<file path="src/rtl/rat_intr_ctrl_if.sv">
// RAT I/O bus plus interrupt handshake between the MCU and the interrupt controller.
// Latency: none, signal bundle only.
// Backpressure: none, because the RAT bus is strobe-based with no ready signal.
interface rat_intr_ctrl_if;
    logic [7:0] PORT_ID;
    logic [7:0] OUT_PORT;
    logic       IO_STRB;
    logic [7:0] IN_PORT;
    logic       INT_ACK;
    logic       INTV;

    // MCU / control-unit side
    modport master (
        output PORT_ID, OUT_PORT, IO_STRB, INT_ACK,
        input  IN_PORT, INTV
    );

    // interrupt controller side
    modport slave (
        input  PORT_ID, OUT_PORT, IO_STRB, INT_ACK,
        output IN_PORT, INTV
    );
endinterface

</file>
<file path="src/rtl/rat_intr_ctrl.sv">
// Eight-source edge-triggered interrupt controller driving the RAT INTV input.
// Latency: a source edge reaches INTV after 4 clocks; register reads are combinational.
// Backpressure: none; a taken request is held until INT_ACK, and the next one waits for a software clear.
module rat_intr_ctrl (
    input  logic             clk,
    input  logic             RESET,
    input  logic [7:0]       IRQ_IN,
    rat_intr_ctrl_if.slave   bus
);
    localparam logic [7:0] MASK_ID = 8'h20;
    localparam logic [7:0] PEND_ID = 8'h21;
    localparam logic [7:0] ACTV_ID = 8'h22;

    typedef enum logic [1:0] {
        IDLE    = 2'd0,
        ASSERT  = 2'd1,
        SERVICE = 2'd2
    } state_t;

    state_t     state, state_nxt;
    logic [7:0] s1, s2, s3;
    logic [7:0] irq_edge;
    logic [7:0] pend, mask, req, pend_clr;
    logic [2:0] actv, actv_nxt, req_idx;
    logic       mask_wr, pend_wr;

    assign mask_wr  = bus.IO_STRB && (bus.PORT_ID == MASK_ID);
    assign pend_wr  = bus.IO_STRB && (bus.PORT_ID == PEND_ID);
    assign pend_clr = pend_wr ? bus.OUT_PORT : 8'h00;
    // s3 clears with s2 so a source held high through reset yields exactly one edge
    assign irq_edge = s2 & ~s3;
    assign req      = pend & mask;

    // Two-flop synchroniser plus a delay stage for rising-edge detection
    always_ff @(posedge clk) begin
        if (RESET) begin
            s1 <= 8'h00;
            s2 <= 8'h00;
            s3 <= 8'h00;
        end else begin
            s1 <= IRQ_IN;
            s2 <= s1;
            s3 <= s2;
        end
    end

    // Pending and mask registers; a new edge beats a simultaneous clear
    always_ff @(posedge clk) begin
        if (RESET) begin
            pend <= 8'h00;
            mask <= 8'h00;
        end else begin
            pend <= (pend & ~pend_clr) | irq_edge;
            if (mask_wr)
                mask <= bus.OUT_PORT;
        end
    end

    // Lowest set index wins; scanning downward leaves the lowest one in req_idx
    always_comb begin
        req_idx = 3'd0;
        for (int i = 7; i >= 0; i--) begin
            if (req[i])
                req_idx = 3'(i);
        end
    end

    // FSM state and captured source index
    always_ff @(posedge clk) begin
        if (RESET) begin
            state <= IDLE;
            actv  <= 3'd0;
        end else begin
            state <= state_nxt;
            actv  <= actv_nxt;
        end
    end

    // Next-state: commit to a request, hold it until ack, then wait for the clear
    always_comb begin
        state_nxt = state;
        actv_nxt  = actv;
        case (state)
            IDLE: begin
                if (req != 8'h00) begin
                    actv_nxt  = req_idx;
                    state_nxt = ASSERT;
                end
            end
            ASSERT: begin
                if (bus.INT_ACK)
                    state_nxt = SERVICE;
            end
            SERVICE: begin
                if (!pend[actv])
                    state_nxt = IDLE;
            end
            default: state_nxt = IDLE;
        endcase
    end

    // INTV is a decode of the state register, so it comes straight off flops
    assign bus.INTV = (state == ASSERT);

    // Read mux returns zero for foreign port IDs so it can be OR-combined upstream
    always_comb begin
        bus.IN_PORT = 8'h00;
        case (bus.PORT_ID)
            MASK_ID: bus.IN_PORT = mask;
            PEND_ID: bus.IN_PORT = pend;
            ACTV_ID: bus.IN_PORT = {(state == SERVICE), 4'b0000, actv};
            default: bus.IN_PORT = 8'h00;
        endcase
    end
endmodule

</file>
<file path="src/flat_wrapper.sv">
// flat-port wrapper written by rule: the top's interface ports become plain ports
module rat_intr_ctrl_flat 
  (clk, RESET, IRQ_IN, bus_PORT_ID, bus_OUT_PORT, bus_IO_STRB, bus_INT_ACK, bus_IN_PORT, bus_INTV);
  rat_intr_ctrl_if bus_i ();
  input  logic clk;
  input  logic RESET;
  input  logic [7:0] IRQ_IN;
  input wire logic [$bits(bus_i.PORT_ID)-1:0] bus_PORT_ID;
  input wire logic [$bits(bus_i.OUT_PORT)-1:0] bus_OUT_PORT;
  input wire logic [$bits(bus_i.IO_STRB)-1:0] bus_IO_STRB;
  input wire logic [$bits(bus_i.INT_ACK)-1:0] bus_INT_ACK;
  output wire logic [$bits(bus_i.IN_PORT)-1:0] bus_IN_PORT;
  output wire logic [$bits(bus_i.INTV)-1:0] bus_INTV;
  assign bus_i.PORT_ID = bus_PORT_ID;
  assign bus_i.OUT_PORT = bus_OUT_PORT;
  assign bus_i.IO_STRB = bus_IO_STRB;
  assign bus_i.INT_ACK = bus_INT_ACK;
  assign bus_IN_PORT = bus_i.IN_PORT;
  assign bus_INTV = bus_i.INTV;
  rat_intr_ctrl u_core (.clk(clk), .RESET(RESET), .IRQ_IN(IRQ_IN), .bus(bus_i));
endmodule
</file>
<file path="config.mk">
export PLATFORM = sky130hd
export DESIGN_NAME = rat_intr_ctrl_flat
export DESIGN_NICKNAME = d
export VERILOG_FILES = /design/src/rtl/rat_intr_ctrl_if.sv /design/src/rtl/rat_intr_ctrl.sv /design/src/flat_wrapper.sv
export SDC_FILE = /design/constraint.sdc
export NUM_CORES = 1
export LEC_CHECK = 0
export CAP_MARGIN = 0
export CORE_ASPECT_RATIO = 1.1
export CORE_MARGIN = 2
export CORE_UTILIZATION = 30
export DETAILED_ROUTE_END_ITERATION = 10
export PLACE_DENSITY = 0.58
export SLEW_MARGIN = 20
export SYNTH_ARGS = -nofsm -noshare
export SYNTH_HDL_FRONTEND = slang
export SYNTH_SLANG_ARGS = --single-unit
export TNS_END_PERCENT = 30
</file>
<file path="constraint.sdc">
create_clock -name clk -period 3.4 [get_ports clk]
set_input_delay 0.51 -clock clk [delete_from_list [all_inputs] [get_ports clk]]
set_output_delay 0.51 -clock clk [all_outputs]
set_load 0.01 [all_outputs]
</file>
==> results_slide.txt, run 1 <==
Synthesis and Place & Route Summary

Pwr
  • Comb power: about 84 uW
  • Cell internal pwr: 738 uW
  • LEAKAGE: approximately 0.0009 uW
  • Net Sw Frac: 0.230
  • Share of power burned in the clock network: 0.336
  • Clock network power: between 300 and 400 uW
  • P_seq: about 550 uW
  • Pwr per Cell Area: 398 nW/um^2
  • Top power group: sequential cells
  • Worst VDD drop: 0.000226 V
  • Logic pwr share: 0.087
  • Total Power: approximately 960 uW

Critical path
  • Max incr delay on CP: 550 ps
  • Crit path depth: 6
  • Critical R2R Launch: u_core.actv[0]$_SDFFE_PP0P_
  • Slowest CP cell: clkdlybuf4s50_1
  • Worst Path Required: roughly 2900 ps
  • Crit-path max FO: 6
  • Setup slack, reg-to-reg: between 1500 and 2000 ps
  • Cell repeated most along the worst path: clkdlybuf4s50_1
  • Worst setup path startpoint: bus_PORT_ID[7]
  • Crit-path leading delay family: buffers and inverters
  • Arrival @ worst endpoint: about 2400 ps
  • Setup CP Type: input pin to output port

Finish
  • Non-Clock Buffer Area Fraction: 0.156
  • Final-layout clock buffer total: 6
  • Dominant logic cell type in the layout: dfxtp_1
  • Flops: about 45
  • Filler Cell Count: slightly above 600
  • Post-Route Utilization: 0.394
  • Most frequent cells in the layout: 45 x dfxtp_1, 39 x nor2_1, 36 x nor2b_1, 36 x clkdlybuf4s50_1, 18 x mux2i_1
  • Non-clk invs: 3
  • Post-Layout Inst Area: around 2400 um^2
  • Combinational Area: between 900 and 1000 um^2
  • Final net count: roughly 270
  • Area delta synth->final: 27.5%
  • Non-clock buffers: 38
  • Comb_multi_in: roughly 150
  • Antenna Cells: 0

Place
  • Number of port buffers: 36
  • Post-DP HPWL: 2.68 mm
  • Dpl cell area: 2320 um^2
  • GPL Wtd Cong: roughly 0.8
  • # placed instances: between 300 and 400

Synthesis
  • MUX area fraction: 0.109
  • Ys flops: 45
  • Seq share, synth: 0.477
  • Xor+xnor area frac: 0
  • Area share, top type: 0.477
  • Yosys stat cell total: approximately 200
  • Yosys top cell by instances: dfxtp_1
  • Syn Inst Count: just over 200
  • Yosys top cell by area: dfxtp_1
  • Yosys simple share: 0.276
  • EDFF count, synth: 0
  • Post-Synth AOI/OAI Area: 0.109
  • Top cells by area: dfxtp_1 48%, nor2b_1 12%, mux2i_1 9.5%, nor2_1 7.7%, a211oi_1 4.0%
  • Yosys stat area: 1890 um^2
  • Top comb family, area: simple AND/OR/NAND/NOR gates
  • Syn Std Cell Area: between 1500 and 2000 um^2
  • Fraction of registers with async set or reset after synthesis: 0

Min path
  • HP Class: register to register
  • Min-Delay Startpoint: u_core.s1[5]$_SDFF_PP0_

STA
  • Fin crit period: ~3000 ps
  • Final Setup Violations: 0
  • Worst-Margin Slew: roughly 550 ps
  • Post-layout worst setup margin: about 450 ps
  • Slew Viols, Final: 0
  • Final hold slack: 441 ps
  • RSZ-0062 raised after global routing: false
  • Worst clock skew: 2.33 ps
  • Fin. Hold Viols: 0
  • Final worst path period share: 0.869
  • Slew headroom: 0.631

Clocking
  • Num CTS Buffers: 5
  • Clk buf depth: 2
  • Post-CTS Hold Fix Bufs: 0
  • H-tree level count: 2
  • Post-CTS resize count: 0
  • Postcts setup bufs: 0

Die
  • # Taps: approximately 80
  • Die H: about 87 um
  • Die width: around 80 um
  • CORE AREA: a little over 6000 um^2
  • Initial Utilization: 0.309

GRT
  • Global Route met2 Usage: 0.175
  • Met1 Track Usage GR: 0.143
  • Pin count of the biggest net entering global routing: between 40 and 50
  • Initial antenna violation count: 0
  • M3 GR Usage: 0.0342
  • GRT busiest layer: met2

Flow run
  • Stage-log warning count: 26

Routing
  • Post-detailed-route via-to-cell ratio: 4.44
  • Drc violations: 0
  • DRT iter0 DRCs: just under 60
  • Avg WL per Cell: around 11 um
  • Metal3 WL: ~150 um

Status
  • Outcome: complete, no violations
Fig. 1: run 1, selected gate families
The bar under the picture is 20 um long.
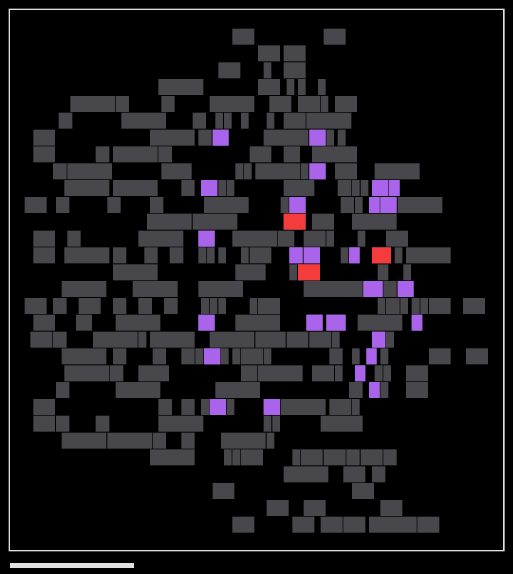
| family | color | cells |
|---|---|---|
| inverting AOI/OAI gates | purple | 26 |
| AND-OR and OR-AND gates | red | 3 |

Fig. 2: run 1, routed metal, one color a layer
Only two layers are drawn.
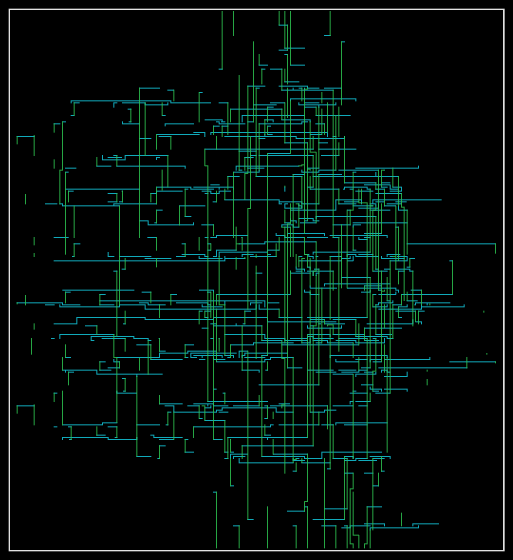
| layer | color | wire length |
|---|---|---|
| met2 | green | 1680 um |
| met1 | cyan | 1780 um |
All-Layer GR Usage: 0.111
final wirelength: 3.65 mm
DR vias: 1433

Fig. 3: run 1, pin map
Pins as bars across the die edge, other pins in gray.
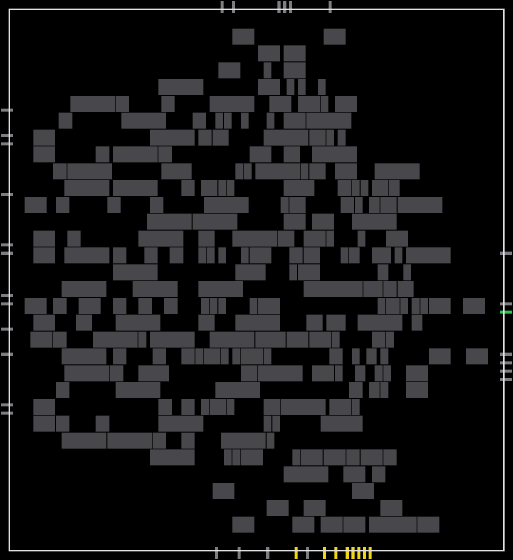
| port | color | pins | direction | edge |
|---|---|---|---|---|
| bus_PORT_ID | yellow | 8 | input | bottom |
| bus_INTV | green | 1 | output | right |

==> run 2, diff against run 1 <==
--- a/config.mk
+++ b/config.mk
@@ -11,7 +11,6 @@
 export CORE_UTILIZATION = 30
 export DETAILED_ROUTE_END_ITERATION = 10
 export PLACE_DENSITY = 0.58
-export SLEW_MARGIN = 20
 export SYNTH_ARGS = -nofsm -noshare
 export SYNTH_HDL_FRONTEND = slang
 export SYNTH_SLANG_ARGS = --single-unit
Fig. 4: run 2, sequential cells colored by netlist name
The bar under the picture is 20 um long.
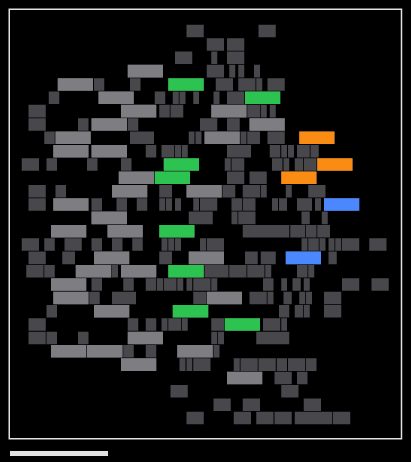
| signal | color | placed flops |
|---|---|---|
| u_core.pend | green | 8 |
| u_core.actv | orange | 3 |
| u_core.state | blue | 2 |

==> results_slide.txt, run 2 <==
Synthesis and Place & Route Summary

Status
  • Outcome: complete, no violations

Critical path
  • Crit-path leading delay family: buffers and inverters
  • Crit start category: input pin
  • Crit path to: bus_IN_PORT[3]
  • Crit path depth: 6 (unchanged)
  • Worst setup path startpoint: bus_PORT_ID[7]
  • Slowest CP cell: clkdlybuf4s50_1
  • Setup CP Type: input pin to output port
  • Critical R2R Launch: u_core.actv[0]$_SDFFE_PP0P_
  • R2R cell count: 4
  • Worst Path Required: 2890 ps (about the same)
  • R2R Path End: u_core.state[1]$_SDFFE_PP0P_
  • Setup slack, reg-to-reg: 1970 ps (about the same)
  • Crit path cell chain: clkdlybuf4s50_1 -> nor4_4 -> nand2_2 -> or2_2 -> nor2_1 -> clkdlybuf4s50_1
  • Crit-path max FO: 6 (unchanged)
  • Arrival @ worst endpoint: 2440 ps (about the same)
  • Max incr delay on CP: 550 ps (about the same)
  • Cell repeated most along the worst path: clkdlybuf4s50_1
  • Endpoint class of the critical path: output port
  • Buf/Inv on CP: 2

Synthesis
  • FA/HA/MAJ Cells, Area Fraction: 0
  • Yosys stat area: 1890 um^2 (unchanged)
  • Fraction of registers with async set or reset after synthesis: 0 (unchanged)
  • Yosys simple share: 0.276 (unchanged)
  • Xor+xnor area frac: 0 (unchanged)
  • Dominant flop cell: dfxtp_1
  • Post-Syn Nets: 234
  • Seq share, synth: 0.477 (unchanged)
  • Syn Std Cell Area: 1890 um^2 (unchanged)
  • Ys flops: 45 (unchanged)
  • Yosys top cell by instances: dfxtp_1
  • Yosys stat cell total: 206 (unchanged)
  • Top cells by area: dfxtp_1 48%, nor2b_1 12%, mux2i_1 9.5%, nor2_1 7.7%, a211oi_1 4.0%
  • Yosys top cell by area: dfxtp_1
  • Top comb family, area: simple AND/OR/NAND/NOR gates
  • MUX area fraction: 0.109 (unchanged)
  • Area share, top type: 0.477 (unchanged)
  • Post-Synth AOI/OAI Area: 0.109 (unchanged)
  • Syn Inst Count: 206 (unchanged)
  • EDFF count, synth: 0 (unchanged)
  • Leading cell types by count after synthesis: 45 x dfxtp_1, 39 x nor2_1, 36 x nor2b_1, 18 x mux2i_1, 17 x nand2_1

Routing
  • DR vias: 1433 (unchanged)
  • Top Metal Used: met4
  • Post-detailed-route via-to-cell ratio: 4.44 (unchanged)
  • Drc violations: 0 (unchanged)
  • DRT iter0 DRCs: 59 (unchanged)
  • Metal3 WL: 150 um (unchanged)
  • Detailed Routing Iterations Pass 1: 4
  • Met2 WL: roughly 1.7 mm
  • Routed Antenna Nets: 0
  • Final wirelength: 3.65 mm (unchanged)
  • Avg WL per Cell: 11.3 um (unchanged)

Pwr
  • Comb power: 83.6 uW (about the same)
  • Logic pwr share: 0.087 (about the same)
  • Worst VDD drop: 0.000226 V (unchanged)
  • Top power group: sequential cells
  • P_seq: 553 uW (about the same)
  • Net Sw Frac: 0.230 (unchanged)
  • Flop pwr share: 0.577
  • LEAKAGE: 0.000876 uW (unchanged)
  • Pwr per Cell Area: 398 nW/um^2 (unchanged)
  • Cell internal pwr: 738 uW (unchanged)
  • Share of power burned in the clock network: 0.336 (about the same)
  • Total Power: 958 uW (unchanged)
  • Clock network power: 322 uW (about the same)

Die
  • Site Rows: 30
  • CORE AREA: 6120 um^2 (unchanged)
  • IO Count: 37
  • Initial Utilization: 0.309 (unchanged)
  • Die width: 79.7 um (unchanged)
  • DIE AREA: 6950 um^2
  • Die H: 87.3 um (unchanged)
  • # Taps: 80 (unchanged)

GRT
  • Initial antenna violation count: 0 (unchanged)
  • First-pass GRT wire length: approximately 6.0 mm
  • M3 GR Usage: 0.0342 (unchanged)
  • Global Route met2 Usage: 0.175 (unchanged)
  • Met1 Track Usage GR: 0.143 (unchanged)
  • Vias in the first global route: around 1200
  • All-Layer GR Usage: 0.111 (unchanged)
  • GRT overflow: 0
  • GRT busiest layer: met2
  • Pin count of the biggest net entering global routing: 46 (unchanged)

Finish
  • Most frequent cells in the layout: 45 x dfxtp_1, 39 x nor2_1, 36 x nor2b_1, 36 x clkdlybuf4s50_1, 18 x mux2i_1
  • Flops: 45 (unchanged)
  • Comb_multi_in: 149 (unchanged)
  • Combinational Area: 935 um^2 (unchanged)
  • Non-Filler Instances: 323
  • Clk tree area frac: 0.0363
  • Final-layout clock buffer total: 6 (unchanged)
  • Logic share of the area: 0.388
  • Non-clock buffers: 38 (unchanged)
  • FF/Latch Area: about 900 um^2
  • Non-Clock Buffer Area Fraction: 0.156 (unchanged)
  • Antenna Cells: 0 (unchanged)
  • Final net count: 270 (unchanged)
  • Top cell category: combinational gates
  • Post-Layout Inst Area: 2410 um^2 (unchanged)
  • Fraction of area in registers: 0.374
  • Dominant logic cell type in the layout: dfxtp_1
  • Post-Route Utilization: 0.394 (unchanged)
  • Layout cells sized above 1: 0.0535
  • Area delta synth->final: 27.5% (unchanged)
  • Filler Cell Count: 621 (unchanged)
  • Non-clk invs: 3 (unchanged)

STA
  • Max Clock Freq: ~0.34 GHz
  • Fin crit period: 2950 ps (unchanged)
  • Fin. Hold Viols: 0 (unchanged)
  • Post-layout worst setup margin: 447 ps (unchanged)
  • Final hold slack: 441 ps (unchanged)
  • Worst-Margin Slew: 552 ps (unchanged)
  • Slew Viols, Final: 0 (unchanged)
  • Final worst path period share: 0.869 (unchanged)
  • Final Setup Violations: 0 (unchanged)
  • Worst clock skew: 2.33 ps (unchanged)
  • Setup TNS: 0 ps
  • Slew headroom: 0.631 (unchanged)
  • RSZ-0062 raised after global routing: false

Place
  • Dpl cell area: 2320 um^2 (unchanged)
  • Number of port buffers: 36 (unchanged)
  • GPL Wtd Cong: 0.799 (unchanged)
  • Worst slack at placement: 418 ps
  • Post-DP HPWL: 2.68 mm (unchanged)
  • # placed instances: 315 (unchanged)

Clocking
  • Postcts setup bufs: 0 (unchanged)
  • Clock Latency Late Sink: 290 ps
  • H-tree level count: 2 (unchanged)
  • Clk buf depth: 2 (unchanged)
  • Num CTS Buffers: 5 (unchanged)
  • TritonCTS clock tree: built
  • Post-CTS Hold Fix Bufs: 0 (unchanged)
  • Root buffer cell: clkbuf_8
  • Clock sink count: approximately 45
  • Post-CTS resize count: 0 (unchanged)

Min path
  • Min-Delay Startpoint: u_core.s1[5]$_SDFF_PP0_
  • Hold depth: 1
  • HP Class: register to register
  • Destination of the worst hold path: u_core.s2[5]$_SDFF_PP0_

Flow run
  • Stage-log warning count: 26 (unchanged)
  • Max-cap violation count: 0
Power figures rest on the tool's default switching activity, not on a simulated workload.
